### src/rtl/multicycle_control_if.sv
// -----------------------------------------------------------------------------
// multicycle_control_if
// Control bundle between the multi-cycle main control FSM and the 16-bit
// datapath.
//   Datapath -> control : Opcode (IR[15:12]), Zero (ALU flag), MemReady
//   Control -> datapath : PCWriteEn, IorD, MemRead, MemWrite, IRWrite, RegDst,
//                         MemToReg, RegWrite, ALUSrcA, ALUSrcB, ALUOp, PCSrc,
//                         Retire, Illegal
// The controller connects through modport master and the datapath through
// modport slave.
// -----------------------------------------------------------------------------
interface multicycle_control_if;
    logic [3:0] Opcode;
    logic       Zero;
    logic       MemReady;
    logic       PCWriteEn;
    logic       IorD;
    logic       MemRead;
    logic       MemWrite;
    logic       IRWrite;
    logic       RegDst;
    logic       MemToReg;
    logic       RegWrite;
    logic       ALUSrcA;
    logic [1:0] ALUSrcB;
    logic [1:0] ALUOp;
    logic [1:0] PCSrc;
    logic       Retire;
    logic       Illegal;

    modport master (
        input  Opcode, Zero, MemReady,
        output PCWriteEn, IorD, MemRead, MemWrite, IRWrite, RegDst, MemToReg,
               RegWrite, ALUSrcA, ALUSrcB, ALUOp, PCSrc, Retire, Illegal
    );

    modport slave (
        output Opcode, Zero, MemReady,
        input  PCWriteEn, IorD, MemRead, MemWrite, IRWrite, RegDst, MemToReg,
               RegWrite, ALUSrcA, ALUSrcB, ALUOp, PCSrc, Retire, Illegal
    );
endinterface

### src/rtl/multicycle_control.sv
// -----------------------------------------------------------------------------
// multicycle_control
// Main control FSM of the non-pipelined 16-bit CPU. Sequences
// FETCH / DECODE / execute / memory / writeback one instruction at a time and
// drives the datapath mux selects, write enables and the ALUOp code.
// Ports:
//   Clock  - system clock, rising edge
//   Reset  - synchronous, active-high; forces FETCH and silences every output
//   bus    - multicycle_control_if.master (Opcode/Zero/MemReady in, controls out)
// Parameters:
//   PC_STEP - PC increment the datapath applies for ALUSrcB=01 (reference only)
//   STATE_W - state register width
// Build option:
//   CPU_MEM_WAIT_EN - when defined, FETCH, MRD and MWR stall while MemReady=0;
//                     when undefined MemReady is ignored.
// Outputs are Moore decodes of the state register; only PCWriteEn in BRANCH
// looks at Zero/Opcode and Illegal in DECODE looks at Opcode.
// -----------------------------------------------------------------------------
module multicycle_control #(
    parameter int PC_STEP = 2,
    parameter int STATE_W = 4
) (
    input  logic                  Clock,
    input  logic                  Reset,
    multicycle_control_if.master  bus
);

    typedef enum logic [STATE_W-1:0] {
        S_FETCH  = 4'd0,
        S_DECODE = 4'd1,
        S_MADDR  = 4'd2,
        S_MRD    = 4'd3,
        S_MWB    = 4'd4,
        S_MWR    = 4'd5,
        S_REXEC  = 4'd6,
        S_RWB    = 4'd7,
        S_IEXEC  = 4'd8,
        S_IWB    = 4'd9,
        S_BRANCH = 4'd10,
        S_JUMP   = 4'd11
    } state_t;

    typedef enum logic [2:0] {
        C_R   = 3'd0,
        C_LW  = 3'd1,
        C_SW  = 3'd2,
        C_BR  = 3'd3,
        C_J   = 3'd4,
        C_I   = 3'd5,
        C_ILL = 3'd6
    } op_class_t;

    // Opcode to instruction class.
    function automatic op_class_t classify(input logic [3:0] op);
        op_class_t c;
        case (op)
            4'b0000, 4'b0001, 4'b0010: c = C_R;
            4'b0100:                   c = C_LW;
            4'b0101:                   c = C_SW;
            4'b0110, 4'b0111:          c = C_BR;
            4'b1000:                   c = C_J;
            4'b1001, 4'b1010, 4'b1011: c = C_I;
            default:                   c = C_ILL;
        endcase
        return c;
    endfunction

    state_t    state_q;
    state_t    state_d;
    op_class_t op_class_s;
    logic      mem_ready_s;

    // PC_STEP only documents the datapath constant behind ALUSrcB=01.
    logic [STATE_W-1:0] unused_pc_step_s;
    assign unused_pc_step_s = STATE_W'(PC_STEP);

`ifdef CPU_MEM_WAIT_EN
    assign mem_ready_s = bus.MemReady;
`else
    // Memory always answers in one cycle; the handshake input is ignored.
    logic unused_mem_ready_s;
    assign unused_mem_ready_s = bus.MemReady;
    assign mem_ready_s        = 1'b1;
`endif

    assign op_class_s = classify(bus.Opcode);

    logic       pc_write_s;
    logic       iord_s;
    logic       mem_read_s;
    logic       mem_write_s;
    logic       ir_write_s;
    logic       reg_dst_s;
    logic       mem_to_reg_s;
    logic       reg_write_s;
    logic       alu_src_a_s;
    logic [1:0] alu_src_b_s;
    logic [1:0] alu_op_s;
    logic [1:0] pc_src_s;
    logic       retire_s;
    logic       illegal_s;

    // State register; Reset returns to FETCH on the edge it is sampled high.
    always_ff @(posedge Clock) begin
        if (Reset) begin
            state_q <= S_FETCH;
        end else begin
            state_q <= state_d;
        end
    end

    // Next-state and raw Moore output decode.
    always_comb begin
        state_d      = S_FETCH;
        pc_write_s   = 1'b0;
        iord_s       = 1'b0;
        mem_read_s   = 1'b0;
        mem_write_s  = 1'b0;
        ir_write_s   = 1'b0;
        reg_dst_s    = 1'b0;
        mem_to_reg_s = 1'b0;
        reg_write_s  = 1'b0;
        alu_src_a_s  = 1'b0;
        alu_src_b_s  = 2'b00;
        alu_op_s     = 2'b00;
        pc_src_s     = 2'b00;
        retire_s     = 1'b0;
        illegal_s    = 1'b0;

        case (state_q)
            S_FETCH: begin
                // Read stays up while stalled; IR/PC load only on the ready cycle
                // so each fires exactly once per fetch.
                mem_read_s  = 1'b1;
                alu_src_b_s = 2'b01;
                ir_write_s  = mem_ready_s;
                pc_write_s  = mem_ready_s;
                if (mem_ready_s) begin
                    state_d = S_DECODE;
                end else begin
                    state_d = S_FETCH;
                end
            end
            S_DECODE: begin
                // ALU precomputes PC + (imm<<1) so BRANCH can use ALUOut.
                alu_src_b_s = 2'b11;
                case (op_class_s)
                    C_R:     state_d = S_REXEC;
                    C_LW:    state_d = S_MADDR;
                    C_SW:    state_d = S_MADDR;
                    C_BR:    state_d = S_BRANCH;
                    C_J:     state_d = S_JUMP;
                    C_I:     state_d = S_IEXEC;
                    default: begin
                        illegal_s = 1'b1;
                        state_d   = S_FETCH;
                    end
                endcase
            end
            S_MADDR: begin
                alu_src_a_s = 1'b1;
                alu_src_b_s = 2'b10;
                if (op_class_s == C_LW) begin
                    state_d = S_MRD;
                end else begin
                    state_d = S_MWR;
                end
            end
            S_MRD: begin
                mem_read_s = 1'b1;
                iord_s     = 1'b1;
                if (mem_ready_s) begin
                    state_d = S_MWB;
                end else begin
                    state_d = S_MRD;
                end
            end
            S_MWB: begin
                reg_write_s  = 1'b1;
                mem_to_reg_s = 1'b1;
                retire_s     = 1'b1;
                state_d      = S_FETCH;
            end
            S_MWR: begin
                mem_write_s = 1'b1;
                iord_s      = 1'b1;
                retire_s    = mem_ready_s;
                if (mem_ready_s) begin
                    state_d = S_FETCH;
                end else begin
                    state_d = S_MWR;
                end
            end
            S_REXEC: begin
                alu_src_a_s = 1'b1;
                alu_op_s    = 2'b10;
                state_d     = S_RWB;
            end
            S_RWB: begin
                reg_write_s = 1'b1;
                reg_dst_s   = 1'b1;
                retire_s    = 1'b1;
                state_d     = S_FETCH;
            end
            S_IEXEC: begin
                alu_src_a_s = 1'b1;
                alu_src_b_s = 2'b10;
                alu_op_s    = 2'b11;
                state_d     = S_IWB;
            end
            S_IWB: begin
                reg_write_s = 1'b1;
                retire_s    = 1'b1;
                state_d     = S_FETCH;
            end
            S_BRANCH: begin
                // BEQ takes the branch on Zero, BNE on not-Zero.
                alu_src_a_s = 1'b1;
                alu_op_s    = 2'b01;
                pc_src_s    = 2'b01;
                retire_s    = 1'b1;
                if (bus.Opcode == 4'b0110) begin
                    pc_write_s = bus.Zero;
                end else begin
                    pc_write_s = ~bus.Zero;
                end
                state_d = S_FETCH;
            end
            S_JUMP: begin
                pc_src_s   = 2'b10;
                pc_write_s = 1'b1;
                retire_s   = 1'b1;
                state_d    = S_FETCH;
            end
            default: begin
                // Unused encodings: outputs stay at defaults, recover to FETCH.
                state_d = S_FETCH;
            end
        endcase
    end

    // Reset overrides every output while it is high.
    always_comb begin
        if (Reset) begin
            bus.PCWriteEn = 1'b0;
            bus.IorD      = 1'b0;
            bus.MemRead   = 1'b0;
            bus.MemWrite  = 1'b0;
            bus.IRWrite   = 1'b0;
            bus.RegDst    = 1'b0;
            bus.MemToReg  = 1'b0;
            bus.RegWrite  = 1'b0;
            bus.ALUSrcA   = 1'b0;
            bus.ALUSrcB   = 2'b00;
            bus.ALUOp     = 2'b00;
            bus.PCSrc     = 2'b00;
            bus.Retire    = 1'b0;
            bus.Illegal   = 1'b0;
        end else begin
            bus.PCWriteEn = pc_write_s;
            bus.IorD      = iord_s;
            bus.MemRead   = mem_read_s;
            bus.MemWrite  = mem_write_s;
            bus.IRWrite   = ir_write_s;
            bus.RegDst    = reg_dst_s;
            bus.MemToReg  = mem_to_reg_s;
            bus.RegWrite  = reg_write_s;
            bus.ALUSrcA   = alu_src_a_s;
            bus.ALUSrcB   = alu_src_b_s;
            bus.ALUOp     = alu_op_s;
            bus.PCSrc     = pc_src_s;
            bus.Retire    = retire_s;
            bus.Illegal   = illegal_s;
        end
    end

endmodule

### src/flat_wrapper.sv
// flat-port wrapper written by rule: the top's interface ports become plain ports
module multicycle_control_flat 
#(
    parameter int PC_STEP = 2,
    parameter int STATE_W = 4
)
  (Clock, Reset, bus_Opcode, bus_Zero, bus_MemReady, bus_PCWriteEn, bus_IorD, bus_MemRead, bus_MemWrite, bus_IRWrite, bus_RegDst, bus_MemToReg, bus_RegWrite, bus_ALUSrcA, bus_ALUSrcB, bus_ALUOp, bus_PCSrc, bus_Retire, bus_Illegal);
  multicycle_control_if bus_i ();
  input  logic Clock;
  input  logic Reset;
  input wire logic [$bits(bus_i.Opcode)-1:0] bus_Opcode;
  input wire logic [$bits(bus_i.Zero)-1:0] bus_Zero;
  input wire logic [$bits(bus_i.MemReady)-1:0] bus_MemReady;
  output wire logic [$bits(bus_i.PCWriteEn)-1:0] bus_PCWriteEn;
  output wire logic [$bits(bus_i.IorD)-1:0] bus_IorD;
  output wire logic [$bits(bus_i.MemRead)-1:0] bus_MemRead;
  output wire logic [$bits(bus_i.MemWrite)-1:0] bus_MemWrite;
  output wire logic [$bits(bus_i.IRWrite)-1:0] bus_IRWrite;
  output wire logic [$bits(bus_i.RegDst)-1:0] bus_RegDst;
  output wire logic [$bits(bus_i.MemToReg)-1:0] bus_MemToReg;
  output wire logic [$bits(bus_i.RegWrite)-1:0] bus_RegWrite;
  output wire logic [$bits(bus_i.ALUSrcA)-1:0] bus_ALUSrcA;
  output wire logic [$bits(bus_i.ALUSrcB)-1:0] bus_ALUSrcB;
  output wire logic [$bits(bus_i.ALUOp)-1:0] bus_ALUOp;
  output wire logic [$bits(bus_i.PCSrc)-1:0] bus_PCSrc;
  output wire logic [$bits(bus_i.Retire)-1:0] bus_Retire;
  output wire logic [$bits(bus_i.Illegal)-1:0] bus_Illegal;
  assign bus_i.Opcode = bus_Opcode;
  assign bus_i.Zero = bus_Zero;
  assign bus_i.MemReady = bus_MemReady;
  assign bus_PCWriteEn = bus_i.PCWriteEn;
  assign bus_IorD = bus_i.IorD;
  assign bus_MemRead = bus_i.MemRead;
  assign bus_MemWrite = bus_i.MemWrite;
  assign bus_IRWrite = bus_i.IRWrite;
  assign bus_RegDst = bus_i.RegDst;
  assign bus_MemToReg = bus_i.MemToReg;
  assign bus_RegWrite = bus_i.RegWrite;
  assign bus_ALUSrcA = bus_i.ALUSrcA;
  assign bus_ALUSrcB = bus_i.ALUSrcB;
  assign bus_ALUOp = bus_i.ALUOp;
  assign bus_PCSrc = bus_i.PCSrc;
  assign bus_Retire = bus_i.Retire;
  assign bus_Illegal = bus_i.Illegal;
  multicycle_control #(.PC_STEP(PC_STEP), .STATE_W(STATE_W)) u_core (.Clock(Clock), .Reset(Reset), .bus(bus_i));
endmodule
### config.mk
export PLATFORM = sky130hd
export DESIGN_NAME = multicycle_control_flat
export DESIGN_NICKNAME = d
export VERILOG_FILES = /design/src/rtl/multicycle_control_if.sv /design/src/rtl/multicycle_control.sv /design/src/flat_wrapper.sv
export SDC_FILE = /design/constraint.sdc
export NUM_CORES = 1
export LEC_CHECK = 0
export ABC_AREA = 1
export CORE_AREA = 2 2 39 41
export CTS_CLUSTER_SIZE = 25
export DETAILED_ROUTE_END_ITERATION = 8
export DIE_AREA = 0 0 41 43
export HOLD_SLACK_MARGIN = 0.08
export PLACE_DENSITY = 0.73
export REMOVE_ABC_BUFFERS = 1
export SYNTH_ARGS = -nofsm -noshare
export SYNTH_HDL_FRONTEND = slang
export SYNTH_SLANG_ARGS = --single-unit
### constraint.sdc
create_clock -name Clock -period 1.3 [get_ports Clock]
set_clock_uncertainty 0.05 [all_clocks]
set_input_delay 0.26 -clock Clock [delete_from_list [all_inputs] [get_ports Clock]]
set_output_delay 0.26 -clock Clock [all_outputs]
set_load 0.005 [all_outputs]
### Signal wires on met3, run 1

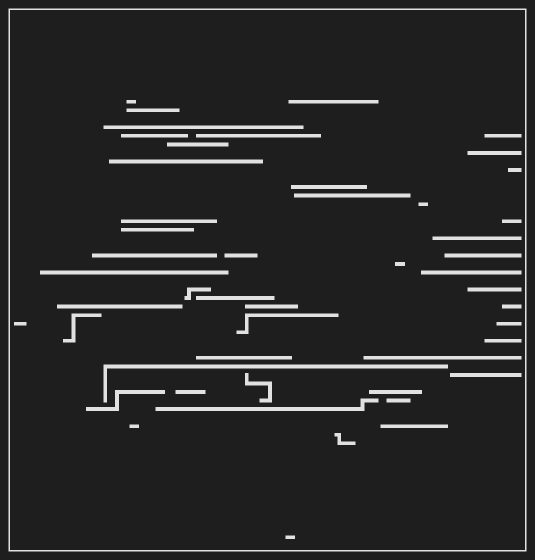
The layer holds 8.1% of the routed length. 41 nets have wire on it.

### Cell outlines without signal wires, run 1

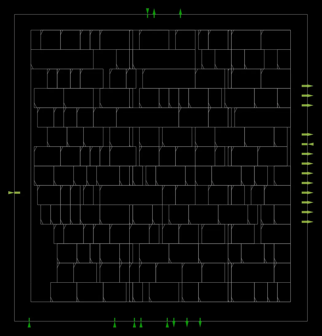
flop count: 4
Seq/total area: 7.70%
post-layout util: 89.2%
# Taps: 16

### Clock network drawn from the DEF, run 1

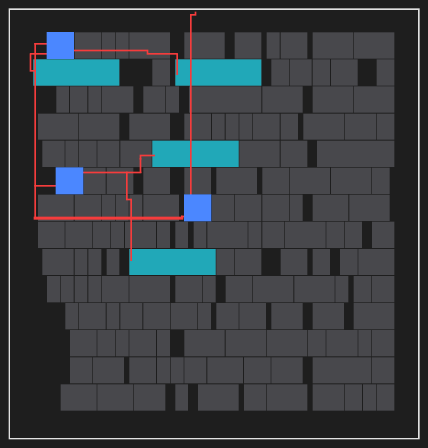
Key: flip-flops = cyan [count 4]; clock-net drivers = blue [count 3]; clock wires = red [length 95.1 µm]
There are 4 routed clock nets.

==> results.toml, run 1 <==
# implementation run metrics
[final_timing]
layout_setup_ws_ns = -0.486
fin_crit_sh_pct = 137
rsz0062_at_grt = "yes"
post-route-min-period_ns = 1.79
max_freq_mhz = 560
finalSetupTns_ns = -5.94
setup_viol_count_final = 20
tightest_slew_ns = 0.352
hold_ws_ns = 0.581
slew_headroom_pct = 76.3
final-hold-violation-count = 0

[synthesis]
ys_chip_area_um2 = 462
ys_warn_count = 0
avgSynthCellArea_um2 = 4.86
ys_sh_aoi_pct = 16.0
ys_seq_elements = 4
synth-xor-area-share_pct = 0
ys_sh_adder_pct = 0
synth-cells-yosys = 95
muxShareOfSynthArea_pct = 0

[worst_setup_path]
crit_path_top_delay_cell = "dfxtp_4"
required_ns = 0.99
path_class = "register to output pin"
cp_slowest_stage_delay_ns = 0.37
r2r_cells = 12
start_kind = "register"
endpoint_kind = "output pin"
worstPathMaxFanout = 4

[outcome]
status = "complete, but fails checks"
violations = "setup timing"

[global_route]
antenna_found_initial = 0
gr-total-overflow = 0
grt_max_degree = 14

[flow_run]
warnings = 28
cap_violations = 0

[cells_and_area]
syn_to_final_growth_pct = 167
reg.largest.list = "u_core.state_q x4"
drive_above_1_share_pct = 70.4
antenna_cells = 0
fin_nets = 169
largest_register = "u_core.state_q"

[cts]
clkSinkCount = 4
cts_made_buffers = 3
clockRootBuffer = "clkbuf_4"
ctsHoldBuffers = 0
cts_tree = "yes"
clk_latency_ns = 0.24

[floorplan]
fp_util_pct = 33.4
fp.dieW_um = 41
ios = 25
chipArea_mm2 = 0.00176

[worst_hold_path]
min_path_cells = 3
hold_path.class = "input pin to register"
min_to = "u_core.state_q[3]"
worstHoldStart = "Reset"

[drt]
met2WireLength_um = 1730
dr.max_layer_used = "met4"
drt-pass1-iter-count = 5
routed_wl_um = 3560
drt_iter0_drc = 44
ant_nets = 0
met1Wirelength_um = 1420
wire_per_inst_um = 20.3
wl_met3_um = 288

[placement]
dp_slack_ns = -0.778
gp_congestion = 0.808

[power_and_ir_drop]
p_per_area_mw_per_mm2 = 743
ir_drop_mv = 0.730
p_leak_nw = 0.632
## run 1: metal layers
metal	track usage [%]	vias to the layer above
met4	26.0	0
met3	13.1	14
met5	0	-
li1	-	433
met1	35.6	477
met2	52.2	75
## run 1: what timing repair did
action,CTS,global route
buffers inserted,17,3
resized,141,26
setup endpoints to repair,18,19
pin swaps,20,18
## run 1: Yosys cell counts
| cell | instances | area share, % |
|---|---|---|
| nor2_1 | 18 | 15 |
| dfxtp_1 | 4 | 17 |
| nand4_1 | 2 | 2.7 |
| nor3_1 | 4 | 4.3 |
| nand3_1 | 3 | 3.3 |
| inv_1 | 16 | 13 |
| nand2_1 | 31 | 25 |
| o21ai_0 | 4 | 4.3 |
| nor2_2 | 2 | 2.7 |
| a22oi_1 | 1 | 1.6 |
| clkbuf_1 | 1 | 0.81 |
| a31oi_1 | 1 | 1.4 |
| a21oi_1 | 8 | 8.7 |
## run 1: layout by cell type, fill, tap and decap left out, types with 2 or more instances in the layout
master,Yosys,routed
dfxtp_4,0,4
nand4_1,2,2
nor2_2,2,6
nand2_2,0,4
buf_4,0,28
dlygate4sd2_1,0,5
nand2_4,0,6
a21oi_1,8,2
nand3_2,0,2
clkbuf_4,0,3
nor2_1,18,6
inv_2,0,5
nand2_1,31,20
inv_1,16,7
inv_4,0,4
nor3_2,0,4
buf_2,0,15
buf_6,0,13
a21oi_2,0,5
o21ai_2,0,2
nor2_4,0,8
## run 1: metrics by stage
stage / cells / total power [W]
final: 175 / 0.000917
after global routing: 175 / 0.000955
after CTS: 173 / 0.000785
after detailed placement: 155 / 0.000503
after global placement: 155 / 0.000495
after floorplan: 94 / 0.000295
## run 1: area by class of cell
cell class	count	area, µm²
multi-input cells	74	542
repair buffers	62	485
fillers	61	149
flip-flops and latches	4	95.1
inverters	16	70.1
clock buffers	3	22.5
well taps	16	20.0
## run 1: power breakdown
group | total [W] | internal, W | switching (W)
Combinational | 0.000573 | 0.000259 | 0.000314
Sequential | 0.000180 | 0.000139 | 0.0000410
Clock | 0.000165 | 0.000104 | 0.0000611
Total | 0.000917 | 0.000501 | 0.000416
## run 1: logic make-up (layout without fill, tap and decap cells)
| kind of cell | after synthesis | in the layout |
|---|---|---|
| AOI/OAI and AO/OA | 14 | 14 |
| buffers and inverters | 17 | 81 |
| DFF | 4 | 4 |
| and+or+nand+nor | 60 | 60 |
## run 1: worst max-delay path, delay by kind of cell (launching register included)
family,cells,cell delay [ns]
buffers and inverters,3,0.29
AND/OR/NAND/NOR,5,0.57
flip-flops,1,0.37
## run 1: worst max-delay path by stage
stage	endpoint	slack, ns	cells after the start
final	bus_PCWriteEn	-0.49	8
after global routing	bus_PCWriteEn	-0.52	8
after CTS	bus_ALUSrcA	-0.36	7
after detailed placement	bus_PCWriteEn	-0.78	8
after global placement	bus_PCWriteEn	-0.77	8
after floorplan	bus_PCWriteEn	0.08	6
==> run 2, diff against run 1 <==
Settings changed: CAP_MARGIN set to 15.
### Drive-strength map, run 2

The bar under the picture is 10 µm long.
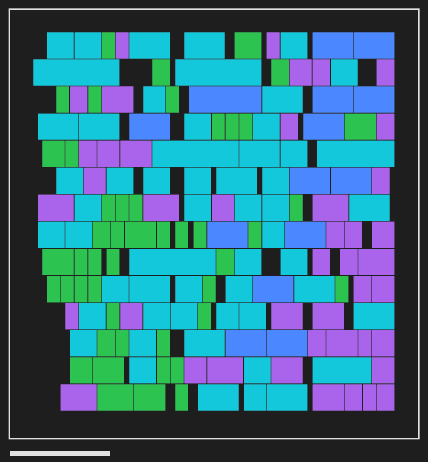
Key: x6 and larger = blue [cells 14, most used buf_6]; x3 and x4 = cyan [cells 55, most used buf_4]; x1 and smaller = green [cells 47, most used nand2_1]; x2 = purple [cells 43, most used buf_2]

==> run 2 against run 1 <==
The run still ends with setup timing left. Sequential cell count unchanged. Fmax unchanged. Clock power about the same. Critical path depth unchanged. Via count unchanged. Global-route usage unchanged. Critical endpoint unchanged. Largest power group unchanged.
==> results.toml, run 2 <==
# implementation run metrics
[floorplan]
chipArea_mm2 = 0.00176
fp_util_pct = 33.4
core_mm2 = 0.00138
num_rows = 14
chipHeight_um = 43
ios = 25
fp.dieW_um = 41

[cells_and_area]
stdcell_count = 175
drive_above_1_share_pct = 70.4
syn_to_final_growth_pct = 167
fillers = 61
largest_register = "u_core.state_q"
reg.largest.list = "u_core.state_q x4"
logic_area_um2 = 542
seqCellArea_um2 = 95.1
largest_register_ffs = 4
mostFrequentLayoutCells = "buf_4 (28), nand2_1 (20), buf_2 (15)"
final_common_cell = "buf_4"
antenna_cells = 0
fin_nets = 169

[outcome]
violations = "setup timing"
status = "complete, but fails checks"

[synthesis]
ys_warn_count = 0
most_common_cell = "nand2_1"
top_cells_by_count = "nand2_1 (31), nor2_1 (18), inv_1 (16), a21oi_1 (8)"
syn_area_um2 = 462
seq_area_frac_synth_pct = 17.3
syn_inst = 95
synth-cells-yosys = 95
top_cells_by_area = "nand2_1 (25%), dfxtp_1 (17%), nor2_1 (15%)"
ys_seq_elements = 4
ys_chip_area_um2 = 462
yosysTopAreaCell = "nand2_1"
async_reset_ff_share_pct = 0
synth_cell_types = 13
top_area_share_pct = 25.2
ff_type = "dfxtp_1"
edf_count = 0
avgSynthCellArea_um2 = 4.86

[worst_setup_path]
r2r_end = "u_core.state_q[2]"
crit_family = "simple AND/OR/NAND/NOR gates"
regToRegSetupSlack_ns = -0.29
r2r_cells = 12
cp.buffers_inverters = 3
path_class = "register to output pin"
endpoint_kind = "output pin"
crit_path_top_delay_cell = "dfxtp_4"
arrival_ns = 1.48
cp_slowest_stage_delay_ns = 0.37
worstPathMaxFanout = 4
path_cells = "inv_4 -> nor2_4 -> nand2_2 -> nor2_2 -> buf_4 -> nand3_2 -> nand2_1 -> buf_2"
required_ns = 0.99
r2r-start = "u_core.state_q[3]"
start_kind = "register"

[worst_hold_path]
min_to = "u_core.state_q[3]"
min_path_cells = 3
worstHoldStart = "Reset"
hold_path.class = "input pin to register"

[power_and_ir_drop]
ir_drop_mv = 0.730
power.total_w = 0.000917
p_leak_nw = 0.632
p_per_area_mw_per_mm2 = 743

[cts]
cts_tree = "yes"
cts_made_buffers = 3
clock_path_buffers = 2
clk_latency_ns = 0.24
clockRootBuffer = "clkbuf_4"
path_clk_slew_ns = 0.04
ctsHoldBuffers = 0
htree_levels = 1
clkSinkCount = 4

[final_timing]
layout_setup_ws_ns = -0.486
max_freq_mhz = 560
fin_crit_sh_pct = 137
final-hold-violation-count = 0
rsz0062_at_grt = "yes"
setup_viol_count_final = 20
hold_ws_ns = 0.581
slew_violations = 0
tightest_slew_ns = 0.352
slew_headroom_pct = 76.3
post-route-min-period_ns = 1.79

[placement]
numPortBuffers = 23
dp.cells = 155
gp_congestion = 0.808
hpwl_um = 1350

[drt]
routed_wl_um = 3560
viasPerCell = 5.71
route.detailed.drc = 0
ant_nets = 0
dr.max_layer_used = "met4"
drt_iter0_drc = 44
wire_per_inst_um = 20.3
met2WireLength_um = 1730
met1Wirelength_um = 1420
wl_met3_um = 288
vias = 999
drt-pass1-iter-count = 5

[global_route]
grt_max_degree = 14
grt_usage_pct = 34.3
antenna_found_initial = 0
grt_pass1_wl_um = 3980
grt_pass1_vias = 916
gr-total-overflow = 0

[flow_run]
cap_violations = 0
warnings = 28
[run 2: cell counts in the layout (fill, tap and decap cells not counted)]
No cell type changed its count.
[run 2: cells by family after synthesis]
logic type | share of synthesized area, %
AND-OR/OR-AND | 16.0
flip-flops | 17.3
AND/OR/NAND/NOR | 52.8
buffers and inverters | 13.8
[run 2: per-stage QoR]
stage	setup WS, ns	cell area [µm²]	TNS (ns)	utilization (%)
after floorplan	0.0821	458	0	-
after global placement	-0.766	873	-10.22	63.1
after detailed placement	-0.778	873	-10.67	63.1
after CTS	-0.358	1130	-4.12	81.9
after global routing	-0.520	1230	-6.67	89.2
final	-0.486	1230	-5.94	89.2
[run 2: area by class of cell]
type / instances / share of cell area, %
repair buffers: 62 / 39.3
well taps: 16 / 1.62
multi-input cells: 74 / 43.9
clock buffers: 3 / 1.82
flip-flops and latches: 4 / 7.70
inverters: 16 / 5.67
[run 2: worst max-delay path by stage]
stage	startpoint	end	slack [ns]	cells after the start
5_1_grt	u_core.state_q[3]	bus_PCWriteEn	-0.52	8
2_1_floorplan	u_core.state_q[3]	bus_PCWriteEn	0.08	6
4_1_cts	u_core.state_q[3]	bus_ALUSrcA	-0.36	7
3_5_place_dp	bus_Opcode[2]	bus_PCWriteEn	-0.78	8
3_3_place_gp	bus_Opcode[2]	bus_PCWriteEn	-0.77	8
6_report	u_core.state_q[3]	bus_PCWriteEn	-0.49	8
[run 2: power by group]
group	internal (W)	leakage, nW	switching [W]
registers	0.000139	0.0356	0.0000410
clock network	0.000104	0.0138	0.0000611
logic	0.000259	0.583	0.000314
[run 2: worst register-to-register path: stages (launching register included)]
cell and delay (ns):
dfxtp_4 0.37, inv_4 0.05, buf_4 0.14, buf_6 0.12, nand2_8 0.07, nor2_4 0.04, buf_4 0.12, buf_4 0.12
buf_4 0.13, nor2_4 0.08, nand3_2 0.07, nand2_1 0.07, inv_1 0.04
[run 2: per-layer routing]
metal	track usage, %	vias up
li1	-	433
met4	26.0	0
met3	13.1	14
met1	35.6	477
met5	0	-
met2	52.2	75
[run 2: repair_timing]
| item | CTS | global route |
|---|---|---|
| gates resized | 141 | 26 |
| endpoints found under the setup margin | 18 | 19 |
| buffers inserted | 17 | 3 |
| gates cloned | 0 | 0 |
| pin swaps | 20 | 18 |
Power and IR drop assume default switching activity.
